--- config.mk ---
export PLATFORM = sky130hd
export DESIGN_NAME = qam_demod_packer
export DESIGN_NICKNAME = d
export VERILOG_FILES = /design/src/rtl/qam_demod_packer.sv
export SDC_FILE = /design/constraint.sdc
export NUM_CORES = 1
export LEC_CHECK = 0
export ABC_AREA = 1
export CORE_MARGIN = 2
export CORE_UTILIZATION = 54
export CTS_CLUSTER_SIZE = 30
export DETAILED_ROUTE_END_ITERATION = 16
export PLACE_DENSITY_LB_ADDON = 0.08
export SYNTH_ARGS = -nofsm -noshare
export SYNTH_HDL_FRONTEND = slang
export SYNTH_SLANG_ARGS = --single-unit
--- constraint.sdc ---
create_clock -name clk -period 3.35 [get_ports clk]
set_input_delay 0.5025 -clock clk [delete_from_list [all_inputs] [get_ports clk]]
set_output_delay 0.5025 -clock clk [all_outputs]
set_load 0.01 [all_outputs]
--- src/rtl/qam_demod_packer.sv ---
// QAM receive slicer and word packer.
// Hard-slices I/Q symbols and packs the bits LSB-first into 32-bit words.
module qam_demod_packer #(
  parameter int SAMPLE_W = 16,
  parameter int THRESH   = 8192
) (
  input  logic                       clk,
  input  logic                       rst,
  input  logic [2:0]                 qam,
  input  logic signed [SAMPLE_W-1:0] i_in,
  input  logic signed [SAMPLE_W-1:0] q_in,
  input  logic                       sym_valid,
  output logic                       sym_ready,
  output logic [31:0]                word_out,
  output logic                       word_valid,
  input  logic                       word_ready,
  output logic                       error
);

  typedef enum logic {ACCUM, FULL} state_t;
  typedef enum logic [1:0] {
    M_BPSK,
    M_QPSK,
    M_QAM16
  } mode_t;

  localparam logic signed [SAMPLE_W-1:0] POS_TH =
    SAMPLE_W'(THRESH);
  localparam logic signed [SAMPLE_W-1:0] NEG_TH =
    SAMPLE_W'(-THRESH);

  state_t      state_q, state_d;
  mode_t       mode_q, mode_d;
  mode_t       dec_mode, eff_mode;
  logic        dec_bad;
  logic [31:0] acc_q, acc_d;
  logic [31:0] word_q, word_d;
  logic [31:0] shifted;
  logic [5:0]  cnt_q, cnt_d;
  logic [5:0]  bps, cnt_sum;
  logic        wv_q, wv_d;
  logic        err_q, err_d;
  logic        rdy_q;
  logic        i_s, i_m, q_s, q_m;
  logic        accept, consume;

  assign sym_ready  = rdy_q && (state_q == ACCUM);
  assign word_out   = word_q;
  assign word_valid = wv_q;
  assign error      = err_q;

  assign accept  = sym_valid && sym_ready;
  assign consume = wv_q && word_ready;

  // Compare-only slicing keeps the most negative sample safe.
  assign i_s = i_in < 0;
  assign q_s = q_in < 0;
  assign i_m = (i_in >= POS_TH) || (i_in <= NEG_TH);
  assign q_m = (q_in >= POS_TH) || (q_in <= NEG_TH);

  always_comb begin
    dec_mode = M_BPSK;
    dec_bad  = 1'b0;
    case (qam)
      3'd0:    dec_mode = M_BPSK;
      3'd1:    dec_mode = M_QPSK;
      3'd2:    dec_mode = M_QAM16;
      default: dec_bad  = 1'b1;
    endcase
  end

  // Mode only changes at a word boundary.
  assign eff_mode = (cnt_q == 6'd0) ? dec_mode : mode_q;

  always_comb begin
    bps     = 6'd1;
    shifted = {i_s, acc_q[31:1]};
    unique case (eff_mode)
      M_QPSK: begin
        bps     = 6'd2;
        shifted = {q_s, i_s, acc_q[31:2]};
      end
      M_QAM16: begin
        bps     = 6'd4;
        shifted = {q_s, q_m, i_s, i_m, acc_q[31:4]};
      end
      default: begin
        bps     = 6'd1;
        shifted = {i_s, acc_q[31:1]};
      end
    endcase
  end

  assign cnt_sum = cnt_q + bps;

  always_comb begin
    state_d = state_q;
    acc_d   = acc_q;
    cnt_d   = cnt_q;
    word_d  = word_q;
    wv_d    = wv_q && !word_ready;
    mode_d  = mode_q;
    err_d   = err_q;
    unique case (state_q)
      ACCUM: begin
        if (accept) begin
          if (cnt_q == 6'd0) begin
            mode_d = dec_mode;
            err_d  = err_q || dec_bad;
          end
          if (cnt_sum == 6'd32) begin
            if (!wv_q || word_ready) begin
              word_d = shifted;
              wv_d   = 1'b1;
              acc_d  = '0;
              cnt_d  = '0;
            end else begin
              acc_d   = shifted;
              cnt_d   = cnt_sum;
              state_d = FULL;
            end
          end else begin
            acc_d = shifted;
            cnt_d = cnt_sum;
          end
        end
      end
      FULL: begin
        if (consume) begin
          word_d  = acc_q;
          wv_d    = 1'b1;
          acc_d   = '0;
          cnt_d   = '0;
          state_d = ACCUM;
        end
      end
      default: state_d = ACCUM;
    endcase
  end

  always_ff @(posedge clk or posedge rst) begin
    if (rst) begin
      state_q <= ACCUM;
      acc_q   <= '0;
      cnt_q   <= '0;
      word_q  <= '0;
      wv_q    <= 1'b0;
      mode_q  <= M_BPSK;
      err_q   <= 1'b0;
      rdy_q   <= 1'b0;
    end else begin
      state_q <= state_d;
      acc_q   <= acc_d;
      cnt_q   <= cnt_d;
      word_q  <= word_d;
      wv_q    <= wv_d;
      mode_q  <= mode_d;
      err_q   <= err_d;
      rdy_q   <= 1'b1;
    end
  end

endmodule
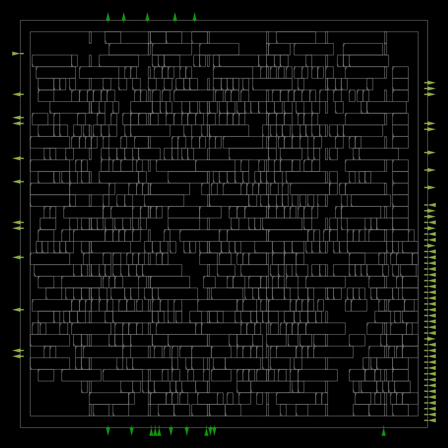
(images/final_placement.png)
Tap Cells: 105
filler cell count in the final layout: 722
number of placement rows: 33
final sequential cell count: 76
area of the core: 0.00813 mm²

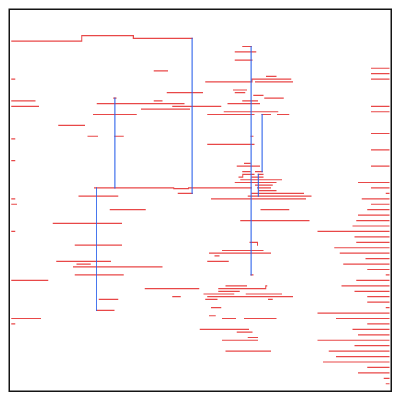
(images/metal_stack.png)
Scale: 4 px per µm. Two of the layers only.
- met3: red (wire length 1060 µm)
- met4: blue (wire length 169 µm)
average wire per cell in the routed design: 13.9 µm
Routed Wire Length: 11.5 mm
global routing usage summed across all routing layers: 27.1%

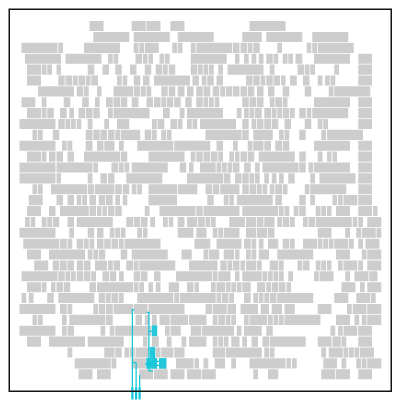
(images/port_nets.png)
Scale: 4 px per µm.
- qam: cyan (direction input; edge bottom; end cells 5; buffers 3; wire 61.5 µm)

==> impl_report.txt <==
IMPLEMENTATION SUMMARY REPORT
----------------------------------------------------
[Critical path]
  Delay of the slowest cell on the worst path ........................ 0.41 ns
  Cell mode on critical path ........................ sky130_fd_sc_hd__nand2_1
  Sort of element at the end of the critical path ........................ flop
  Critical Path End ........................ word_out[12]
  Crit Reg-Reg Endpoint ........................ word_out[12]
  Reg2reg setup slack ........................ 0.14 ns

[Synthesis]
  YS chip area ........................ 0.00449 mm²
  Synth warn ........................ 0
  Largest area contributor in the netlist ........................ sky130_fd_sc_hd__dfrtp_1
  Most used flip-flop cell ........................ sky130_fd_sc_hd__dfrtp_1
  Most used standard cell by instance count after synthesis ........................ sky130_fd_sc_hd__nand2_1
  Async set-or-reset flop fraction in the synthesized netlist ........................ 100%
  Compound-gate portion of the synthesized area ........................ 19.1%
  Syn Nets ........................ 693
  Post-synthesis average cell area ........................ 6.93 µm²
  Synth mux share ........................ 0%
  Mapped cell area ........................ 0.00449 mm²
  Instance tally after logic synthesis ........................ 647
  Adder Area Share ........................ 2.12%

[Final timing]
  Max-slew headroom ........................ 53.8%
  Final worst path period share ........................ 95.8%
  Fin crit period ........................ 3.21 ns
  Unrepaired setup endpoints after global routing ........................ true
  Max Fclk ........................ 312 MHz

[Cells and area]
  Util after Layout ........................ 68.7%
  Multi-input comb cells ........................ 470
  Invs w/o clock ........................ 61
  Fin nets ........................ 760
  Final non-filler cell total ........................ 824
  FF+latch area ........................ 0.00190 mm²
  Count of buffers not belonging to the clock network in the layout ........................ 96
  Fraction of final layout cells with drive strength greater than 1 ........................ 7.65%
  Fraction of standard cell area that is sequential ........................ 34.0%
  Clock network area share ........................ 3.25%
  Fraction of area in multi-input gates ........................ 39.1%
  Area growth, synth to finish ........................ 24.6%
  Signal buffers share of area ........................ 17.2%

[Job]
  Max_cap viols ........................ 0

[Hold path]
  Class of the tightest hold or removal check ........................ flop to flop
  WHS Endpoint ........................ word_out[5]

[Placement]
  Pre-CTS setup slack ........................ -0.109 ns
  Count of buffers inserted at the top-level ports ........................ 73
  Placer's final routability congestion estimate ........................ 0.871
  Post-placement cell area ........................ 0.00537 mm²

[Drt]
  Initial DRC count ........................ 426
  Number of detailed-routing iterations run before antenna repair ........................ 7
  Vias per cell ........................ 5.51
  Uppermost layer routed ........................ met4
  Number of DRC violations after detailed routing ........................ 0

[Die]
  Effective utilization at floorplan ........................ 55.1%
  Chip area ........................ 0.00905 mm²

[Clock tree]
  Count of hold-fix buffers inserted at cts ........................ 0
  H-tree lvl count ........................ 3
  Clock tree from TritonCTS ........................ built
  Number of instances resized during post-cts repair ........................ 1
  Buffers from clock root to sink, at most ........................ 2
  Clock Latency Late Sink ........................ 0.36 ns

[Global routing]
  Vias in the first global route ........................ 4328
  Highest-utilization routing layer at the global route stage ........................ met2
  Wire length of the first global-routing pass ........................ 19.5 mm

[Pwr]
  Switching share of total power ........................ 49.4%
  Leak Pwr ........................ 2.56 nW
  Cell-internal power ........................ 3.43 mW
  Combinational group share of total power ........................ 66.8%
  Sum of internal, switching and leakage power ........................ 6.78 mW

[Run status]
  Outcome ........................ completed

----------------------------------------------------
==> placed cells by master (no fill, tap or decap) <==
cell type	n
sky130_fd_sc_hd__a21o_1	1
sky130_fd_sc_hd__a21oi_1	35
sky130_fd_sc_hd__a31oi_1	1
sky130_fd_sc_hd__buf_12	4
sky130_fd_sc_hd__buf_4	17
sky130_fd_sc_hd__buf_6	2
sky130_fd_sc_hd__clkbuf_8	9
sky130_fd_sc_hd__clkdlybuf4s50_1	73
sky130_fd_sc_hd__clkinv_2	1
sky130_fd_sc_hd__clkinvlp_4	2
sky130_fd_sc_hd__conb_1	1
sky130_fd_sc_hd__dfrtp_1	76
sky130_fd_sc_hd__fa_2	1
sky130_fd_sc_hd__ha_1	6
sky130_fd_sc_hd__inv_1	57
sky130_fd_sc_hd__inv_2	4
sky130_fd_sc_hd__inv_6	3
sky130_fd_sc_hd__inv_8	1
sky130_fd_sc_hd__nand2_1	178
sky130_fd_sc_hd__nand2_2	2
sky130_fd_sc_hd__nand2_4	1
sky130_fd_sc_hd__nand3_1	44
sky130_fd_sc_hd__nand3_2	1
sky130_fd_sc_hd__nand3_4	1
sky130_fd_sc_hd__nand4_1	1
sky130_fd_sc_hd__nor2_1	59
sky130_fd_sc_hd__nor2_2	1
sky130_fd_sc_hd__nor2_4	1
sky130_fd_sc_hd__nor3_1	1
sky130_fd_sc_hd__nor4_2	1
sky130_fd_sc_hd__o211ai_1	2
sky130_fd_sc_hd__o21ai_0	107
sky130_fd_sc_hd__o21ai_1	17
sky130_fd_sc_hd__o21ai_2	1
sky130_fd_sc_hd__o21bai_1	1
sky130_fd_sc_hd__o22ai_1	2
sky130_fd_sc_hd__o31ai_1	1
sky130_fd_sc_hd__or2_2	2
sky130_fd_sc_hd__xnor2_1	1
Power figures rest on the tool's default switching activity, not on a simulated workload.
